**src/rtl/saci_slave.sv**
```systemverilog
// rtl/saci_slave.sv - SACI serial slave: frame receive, register request/ack handshake, serial response
//
// Receives a command frame on cmd_i while sel_n_i is low, presents the decoded
// access on req_o/wr_o/cmd_o/addr_o/wdata_o, waits for ack_i, then shifts the
// response frame out on rsp_o. Frame layout, MSB first:
//     start(1) | R/W(1, 1 = write) | cmd | addr | [data]
// Data follows a write request and a read response only.
//
// Ports:
//     clk_i     - SACI clock, rising edge
//     reset_i   - asynchronous active-high reset
//     sel_n_i   - active-low chip select; high mid-transfer aborts
//     cmd_i     - serial command in
//     rsp_o     - serial response out (registered, 0 outside ST_TX)
//     req_o     - register access request, high for all ST_EXEC cycles
//     wr_o      - 1 = write access, 0 = read access
//     cmd_o     - decoded command
//     addr_o    - decoded address
//     wdata_o   - decoded write data (held on reads)
//     ack_i     - register access acknowledge, sampled only in ST_EXEC
//     rdata_i   - read data, valid while ack_i = 1
//     busy_o    - high whenever the block is not in ST_IDLE

module saci_slave #(
    parameter int g_cmd_width  = 7,
    parameter int g_addr_width = 12,
    parameter int g_data_width = 32
) (
    input  logic                    clk_i,
    input  logic                    reset_i,
    input  logic                    sel_n_i,
    input  logic                    cmd_i,
    output logic                    rsp_o,
    output logic                    req_o,
    output logic                    wr_o,
    output logic [g_cmd_width-1:0]  cmd_o,
    output logic [g_addr_width-1:0] addr_o,
    output logic [g_data_width-1:0] wdata_o,
    input  logic                    ack_i,
    input  logic [g_data_width-1:0] rdata_i,
    output logic                    busy_o
);

    localparam int L_SHORT = 2 + g_cmd_width + g_addr_width;
    localparam int L_LONG  = L_SHORT + g_data_width;
    // The start bit is never stored, so one bit less than the long frame.
    localparam int SR_W    = L_LONG - 1;
    // Counts 1..L_LONG inclusive without wrapping.
    localparam int CNT_W   = $clog2(L_LONG + 1);

    typedef enum logic [1:0] {
        ST_IDLE,
        ST_RX,
        ST_EXEC,
        ST_TX
    } state_t;

    state_t                    state;
    logic [CNT_W-1:0]          bit_cnt;
    // Shared shift register: receive frame body in ST_RX, response body in ST_TX.
    logic [SR_W-1:0]           sr;
    logic [SR_W-1:0]           sr_in;
    logic [CNT_W-1:0]          rx_len;
    logic [CNT_W-1:0]          tx_len;
    logic [g_data_width-1:0]   rsp_data;

    assign sr_in    = {sr[SR_W-2:0], cmd_i};
    // wr_o is latched on the bit after the start bit, long before either
    // length can be reached, so it is safe to use here.
    assign rx_len   = wr_o ? CNT_W'(L_LONG)  : CNT_W'(L_SHORT);
    assign tx_len   = wr_o ? CNT_W'(L_SHORT) : CNT_W'(L_LONG);
    assign rsp_data = wr_o ? '0 : rdata_i;
    assign busy_o   = (state != ST_IDLE);

    always_ff @(posedge clk_i or posedge reset_i) begin
        if (reset_i) begin
            state   <= ST_IDLE;
            bit_cnt <= '0;
            sr      <= '0;
            rsp_o   <= 1'b0;
            req_o   <= 1'b0;
            wr_o    <= 1'b0;
            cmd_o   <= '0;
            addr_o  <= '0;
            wdata_o <= '0;
        end else begin
            case (state)
                ST_IDLE: begin
                    // This edge samples the start bit, so it already counts as bit 1.
                    if (!sel_n_i && cmd_i) begin
                        state   <= ST_RX;
                        bit_cnt <= CNT_W'(1);
                    end
                end

                ST_RX: begin
                    if (sel_n_i) begin
                        state <= ST_IDLE;
                    end else begin
                        sr      <= sr_in;
                        bit_cnt <= bit_cnt + CNT_W'(1);
                        if (bit_cnt == CNT_W'(1)) begin
                            wr_o <= cmd_i;
                        end
                        if (bit_cnt + CNT_W'(1) == rx_len) begin
                            state <= ST_EXEC;
                            req_o <= 1'b1;
                            if (wr_o) begin
                                cmd_o   <= sr_in[g_data_width+g_addr_width +: g_cmd_width];
                                addr_o  <= sr_in[g_data_width +: g_addr_width];
                                wdata_o <= sr_in[g_data_width-1:0];
                            end else begin
                                cmd_o   <= sr_in[g_addr_width +: g_cmd_width];
                                addr_o  <= sr_in[g_addr_width-1:0];
                            end
                        end
                    end
                end

                ST_EXEC: begin
                    if (sel_n_i) begin
                        state <= ST_IDLE;
                        req_o <= 1'b0;
                    end else if (ack_i) begin
                        // The start bit goes out immediately; the body is queued
                        // MSB-first, with read data captured from rdata_i here.
                        state   <= ST_TX;
                        req_o   <= 1'b0;
                        rsp_o   <= 1'b1;
                        bit_cnt <= CNT_W'(1);
                        sr      <= {wr_o, cmd_o, addr_o, rsp_data};
                    end
                end

                ST_TX: begin
                    if (sel_n_i || bit_cnt == tx_len) begin
                        state <= ST_IDLE;
                        rsp_o <= 1'b0;
                    end else begin
                        rsp_o   <= sr[SR_W-1];
                        sr      <= {sr[SR_W-2:0], 1'b0};
                        bit_cnt <= bit_cnt + CNT_W'(1);
                    end
                end

                default: begin
                    state <= ST_IDLE;
                end
            endcase
        end
    end

endmodule

```
**config.mk**
```make
export PLATFORM = sky130hd
export DESIGN_NAME = saci_slave
export DESIGN_NICKNAME = d
export VERILOG_FILES = /design/src/rtl/saci_slave.sv
export SDC_FILE = /design/constraint.sdc
export NUM_CORES = 1
export LEC_CHECK = 0
export ABC_AREA = 1
export CORE_MARGIN = 2
export CORE_UTILIZATION = 45
export DETAILED_ROUTE_END_ITERATION = 10
export GPL_ROUTABILITY_DRIVEN = 0
export PLACE_DENSITY = 0.7
export SYNTH_ARGS = -nofsm -noshare
export SYNTH_HDL_FRONTEND = slang
export SYNTH_SLANG_ARGS = --single-unit
```
**constraint.sdc**
```tcl
create_clock -name clk_i -period 4.4 [get_ports clk_i]
set_clock_uncertainty 0.05 [all_clocks]
set_input_delay 0.44 -clock clk_i [delete_from_list [all_inputs] [get_ports clk_i]]
set_output_delay 0.44 -clock clk_i [all_outputs]
set_load 0.005 [all_outputs]
```
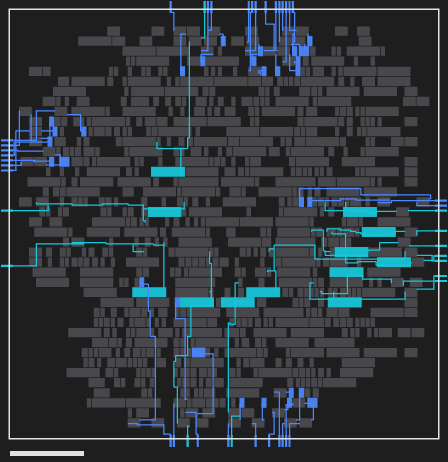
Figure 1: run 1, port wiring.
The bar under the picture is 20 µm long.
| port | color | bits | direction | edge | end cells | buffers | wire |
|---|---|---|---|---|---|---|---|
| addr_o | cyan | 12 | output | 7 right, 2 left, 2 bottom, 1 top | 12 | 12 | 586 µm |
| rdata_i | blue | 32 | input | 13 top, 10 bottom, 7 left, 2 right | 32 | 32 | 608 µm |

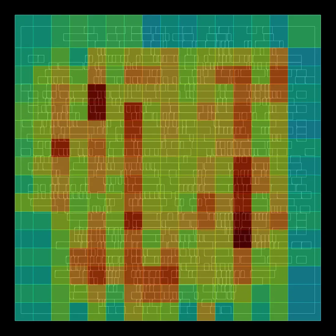
Figure 2: run 1, routing congestion.
average wire length per cell after detail routing: 14.2 µm
gr busiest metal: met2

==> run summary, run 1 <==
Implementation results. The run finished with clean final reports. The script extracted a total leakage power of 3.31 nW. Vias after detailed routing landed at 4841. Looking at the reg2reg group, the worst path starts from bit_cnt[0]. For reference, the clock transition at the flip-flops on the worst setup and hold paths is 0.06 ns.

Synthesized area landed at 5630 µm². Antenna diode count landed at 0. In this run the vertical extent of the chip is 116 µm. For this run the top cell type by instance count after synthesis was sky130_fd_sc_hd__nand2_1.

In the post-route report, total wirelength is listed as 13500 µm. Number of clock sinks seen by CTS landed at 114. Sum of internal, switching and leakage power landed at 4.32 mW. STA reports the tightest min-delay check as being of type reg -> reg. Number of cells traversed by the worst hold path landed at 2. Number of standard-cell rows in the floorplan landed at 40. Setup slack of the worst register-to-register path landed at 1.70 ns.

Flip-flop and latch count after synthesis landed at 114. Per the post-place timing report, worst setup slack is 1.62 ns. Fraction of post-synthesis cell area in the top cell type by area landed at 50.7%. Total grt overflow landed at 0. The startpoint identified for the worst hold timing path is wdata_o[9]. Number of buffers created by CTS landed at 17.

Per-cell via count in the routed design landed at 5.10. Post-layout worst setup margin landed at 1.70 ns. In this run the mean area of a mapped cell was 8.14 µm². For reference, the final report shows the max-slew violation count at 0. The cell sitting at the root of the clock tree is a sky130_fd_sc_hd__clkbuf_16.

Count of max-cap constraint violations landed at 0. Quantity of I/O buffers inserted on ports landed at 91. In this run the tightest slew margin relative to its limit is 44.7%. Hold violation total from the final report landed at 0. Remaining design rule violation count landed at 0. Final design utilization landed at 59.8%.

Detailed placer's ending HPWL landed at 8710 µm. Leaving out fill and tap cells, the most frequent cells in the layout are 242 x sky130_fd_sc_hd__nand2_1, 117 x sky130_fd_sc_hd__o21ai_0, 113 x sky130_fd_sc_hd__dfrtp_1, 91 x sky130_fd_sc_hd__clkdlybuf4s50_1, 69 x sky130_fd_sc_hd__inv_1. Number of buffers between clock root and the deepest sink landed at 2. The number of hold buffers added after CTS was 0. The final timing summary puts the cycle share of the worst path at 61.5%. The OpenROAD report gives the critical path a required time of 4.66 ns. Pin count of the biggest net entering global routing landed at 104. By area, the combinational part of the netlist is dominated by simple AND/OR/NAND/NOR gates. In this run the number of H-tree levels came out at 4. Synthesized instance count landed at 692.
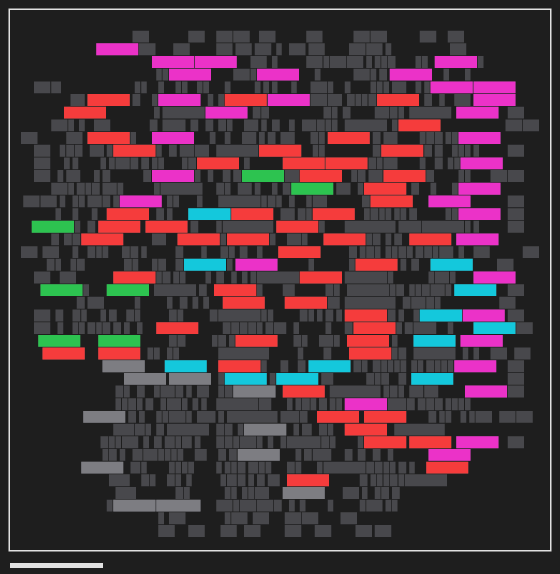
Figure 3: run 1, where the registers sit.
The bar under the picture is 20 µm long. Other sequential cells in the stronger gray, the rest of the logic in the fainter gray.
| signal | color | placed flops |
|---|---|---|
| wdata_o | magenta | 32 |
| cmd_o | green | 7 |
| sr | red | 52 |
| addr_o | cyan | 12 |

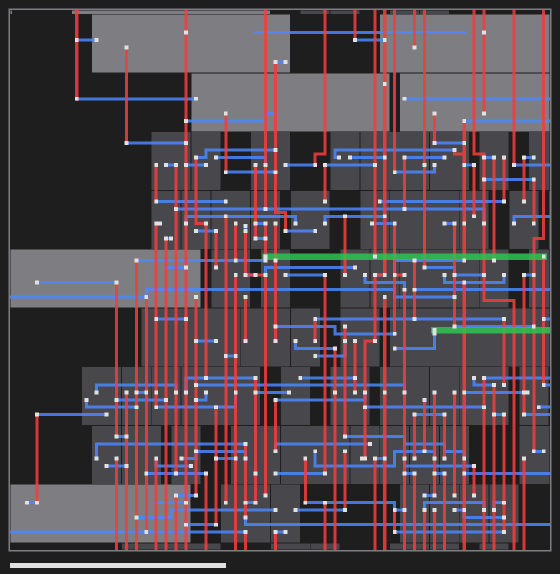
Figure 4: run 1, zoomed window.
The bar under the picture is 10 µm long. Window x 16 to 41, y 16 to 41 µm. Cells in gray, sequential cells in the stronger gray; small squares are vias.
| layer | color |
|---|---|
| metal 3 | green |
| metal 2 | red |
| metal 1 | blue |
sequential cells in the window: 6
most frequent: nand2_1 (20), inv_1 (7), dfrtp_1 (6)
netlist names of flops here include: bit_cnt (5), addr_o (1)
cells with their middle in the window: 59

[run 1: routing by layer]
| layer | GRT usage (%) | routed length, µm |
|---|---|---|
| met5 | 0 | 0 |
| met4 | 7.62 | 262 |
| met3 | 4.50 | 678 |
| met2 | 36.3 | 6690 |
| met1 | 27.5 | 5880 |
[run 1: final cells by class]
cell class                 count  area [µm²]  share of cell area, %
inverter                      73         277                   3.82
clock buffer                  23         478                   6.60
multi-input combinational    464        2220                   30.7
tap                          168         210                   2.90
sequential                   114        2850                   39.4
timing repair buffer          98         976                   13.5
clock inverter                 9         224                   3.09
[run 1: critical path: stages, from the launching register on]
cell	delay (ns)
sky130_fd_sc_hd__dfrtp_1	0.44
sky130_fd_sc_hd__ha_1	0.26
sky130_fd_sc_hd__nand3_1	0.10
sky130_fd_sc_hd__xor2_1	0.27
sky130_fd_sc_hd__nand3_2	0.15
sky130_fd_sc_hd__nor2_4	0.65
sky130_fd_sc_hd__nand2_4	0.41
sky130_fd_sc_hd__nand2_1	0.18
sky130_fd_sc_hd__nand2_1	0.06
[run 1: kinds of logic after synthesis]
kind of cell	Yosys count
flip-flops	114
AND-OR/OR-AND	158
buffers and inverters	114
adder cells (fa/ha/maj)	3
XOR/XNOR	2
AND/OR/NAND/NOR	301
[run 1: where the power goes]
part / switching, mW / internal, mW
Sequential: 0.137 / 1.24
Clock: 0.473 / 1.16
Combinational: 0.902 / 0.403
Total: 1.51 / 2.80
[run 1: stage by stage]
stage / instance area (µm²) / hold slack (ns)
2_1_floorplan: 5630 / 0.415
3_3_place_gp: 6540 / 0.407
3_5_place_dp: 6540 / 0.413
4_1_cts: 7240 / 0.426
5_1_grt: 7240 / 0.445
6_report: 7240 / 0.421
[run 1: worst max path at each step]
| stage | from | slack (ns) | end |
|---|---|---|---|
| floorplan | reset_i | 0.89 | addr_o[0] |
| global placement | sel_n_i | 1.71 | wdata_o[20] |
| detailed placement | sel_n_i | 1.62 | wdata_o[31] |
| CTS | bit_cnt[0] | 1.69 | wdata_o[31] |
| global route | bit_cnt[0] | 1.49 | wdata_o[20] |
| finish | bit_cnt[0] | 1.70 | wdata_o[15] |
[run 1: registers in the layout (all words and copies together) (netlist names)]
name,flops
req_o,1
cmd_o,7
bit_cnt,6
wr_o,1
wdata_o,32
state,2
rsp_o,1
sr,52
addr_o,12
==> run 1 -> run 2 <==
Clock period 4.4 ns to 2.8 ns, I/O delays scaled along.
==> run summary, run 2 <==
Implementation results. Hold violation total from the final report landed at 0. Remaining design rule violation count landed at 0. The clock passes through at most 2 buffers. Final max-slew violation count landed at 0.

Quantity of I/O buffers inserted on ports landed at 91. In this run the critical path is formed by ha_1, nand3_1, xor2_1, nand3_2, nor2_4, nand2_4, nand2_1, nand2_1. Looking at the gate-level netlist, the highest instance count belongs to sky130_fd_sc_hd__nand2_1. The report puts the hold buffer count at CTS at 0. Pin count of the biggest net entering global routing landed at 104. In this run the mean area of a mapped cell was 8.14 µm². STA lists the startpoint of the worst register-to-register path as bit_cnt[0].

Yosys shows that the main logic family after synthesis is simple AND/OR/NAND/NOR gates. According to the dpl log, the detail-placed design has an HPWL of 8900 µm. Number of clock sinks seen by CTS landed at 114.

The register with the most flip-flops in the layout has 52 of them. Per the layout area report, the register area comes to 2850 µm². Per the synth log, the flip-flop and latch total comes to 114. Peak per-stage delay on the critical path landed at 0.44 ns. The tree is rooted in a sky130_fd_sc_hd__clkbuf_16. Wire length per cell landed at 14.0 µm.

From bottom edge to top edge, the die measures 116 µm. The run finished with clean final reports. Post-route period utilization is reported as 76.7%. Fraction of post-synthesis cell area in the top cell type by area landed at 50.7%. Per-cell via count in the routed design landed at 5.01. For this design, the slowest cell found on the critical path is sky130_fd_sc_hd__dfrtp_1. The min-delay analysis places its worst path in the category in -> async. In the final layout, the registers with the most flip-flops are sr: 52 flops, wdata_o: 32 flops, addr_o: 12 flops.

The routed design has 13300 µm of wire. Clock transition at the register clock pins on the worst setup and hold paths after CTS landed at 0.06 ns. The setup check on the worst reg-to-reg path leaves a slack of 0.65 ns. Number of buffers created by CTS landed at 17. For reference, the critical path is captured by wdata_o[29]. CTS built an H-tree with a depth of 4. By instance count, the cell type seen most on the critical path is sky130_fd_sc_hd__nand2_1.
==> run 2: critical path, delay by kind of cell (launching register included) <==
kind                     cells  cell delay, ns
adder cells (fa/ha/maj)      1            0.26
AND/OR/NAND/NOR              6            0.97
XOR/XNOR                     1            0.27
flip-flops                   1            0.44
==> run 2: logic make-up after synthesis <==
group                    count (synthesis)
AND-OR/OR-AND                          158
buffers and inverters                  114
adder cells (fa/ha/maj)                  3
AND/OR/NAND/NOR                        301
flip-flops                             114
XOR/XNOR                                 2
==> run 2: power by group <==
group          switching [mW]  internal (mW)
logic                    1.38          0.642
registers               0.230           1.95
clock network           0.770           1.33
total                    2.38           3.91
==> run 2: how the worst min path moves through the flow <==
stage	start	end	depth (start not counted)
floorplan	cmd_i	wr_o	2
global placement	wdata_o[26]	wdata_o[26]	2
detailed placement	wdata_o[18]	wdata_o[18]	2
CTS	reset_i	sr[3]	2
global route	reset_i	wdata_o[4]	2
finish	reset_i	wdata_o[4]	2
==> run 2: layout make-up <==
class	count	area share [%]
clock buffers	19	6.18
clock inverters	13	1.89
inverters	73	3.88
multi-input cells	464	31.0
flip-flops and latches	114	39.8
well taps	168	2.93
repair buffers	101	14.3
==> run 2: metal layers <==
layer | wire [µm] | global-route usage (%)
met1 | 6100 | 28.5
met5 | 0 | 0
met2 | 6260 | 32.8
met4 | 278 | 8.17
met3 | 662 | 4.60
==> run 2: stage by stage <==
stage | power [mW] | area, µm² | utilization (%) | hold slack, ns | setup slack, ns
2_1_floorplan | 3.86 | 5640 | - | 0.351 | 1.05
3_3_place_gp | 4.15 | 6590 | 54.4 | 0.405 | 0.715
3_5_place_dp | 4.20 | 6590 | 54.4 | 0.410 | 0.666
4_1_cts | 6.33 | 7170 | 59.2 | 0.304 | 0.652
5_1_grt | 6.72 | 7170 | 59.2 | 0.338 | 0.514
6_report | 6.29 | 7170 | 59.2 | 0.282 | 0.651
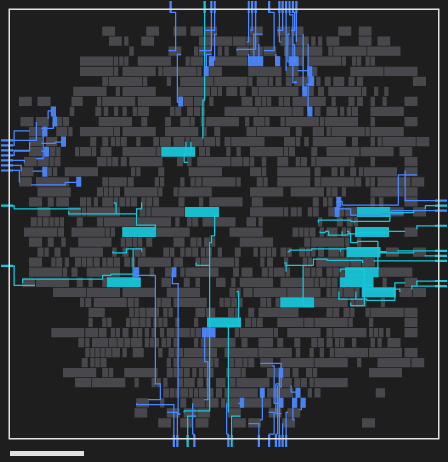
Figure 5: run 2, port wiring.
The bar under the picture is 20 µm long.
| port | color | bits | direction | edge | end cells | buffers | wire |
|---|---|---|---|---|---|---|---|
| rdata_i | blue | 32 | input | 13 top, 10 bottom, 7 left, 2 right | 32 | 32 | 683 µm |
| addr_o | cyan | 12 | output | 7 right, 2 left, 2 bottom, 1 top | 12 | 12 | 555 µm |

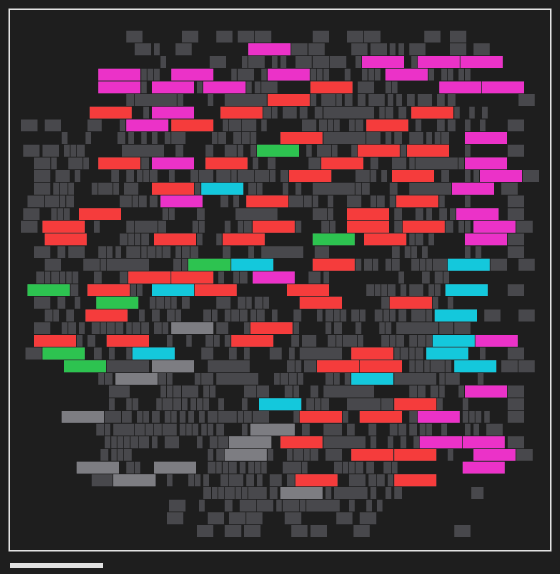
Figure 6: run 2, where the registers sit.
The bar under the picture is 20 µm long. Other sequential cells in the stronger gray, the rest of the logic in the fainter gray.
| signal | color | placed flops |
|---|---|---|
| wdata_o | magenta | 32 |
| addr_o | cyan | 12 |
| cmd_o | green | 7 |
| sr | red | 52 |

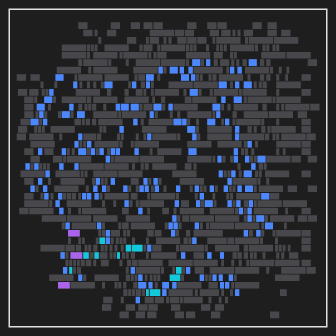
Figure 7: run 2, logic cells by family.
| family | color | cells |
|---|---|---|
| aoi and oai cells | blue | 156 |
| fa/ha/maj cells | purple | 3 |
| nor cells | cyan | 11 |

Power is estimated from default activity; no workload was simulated.
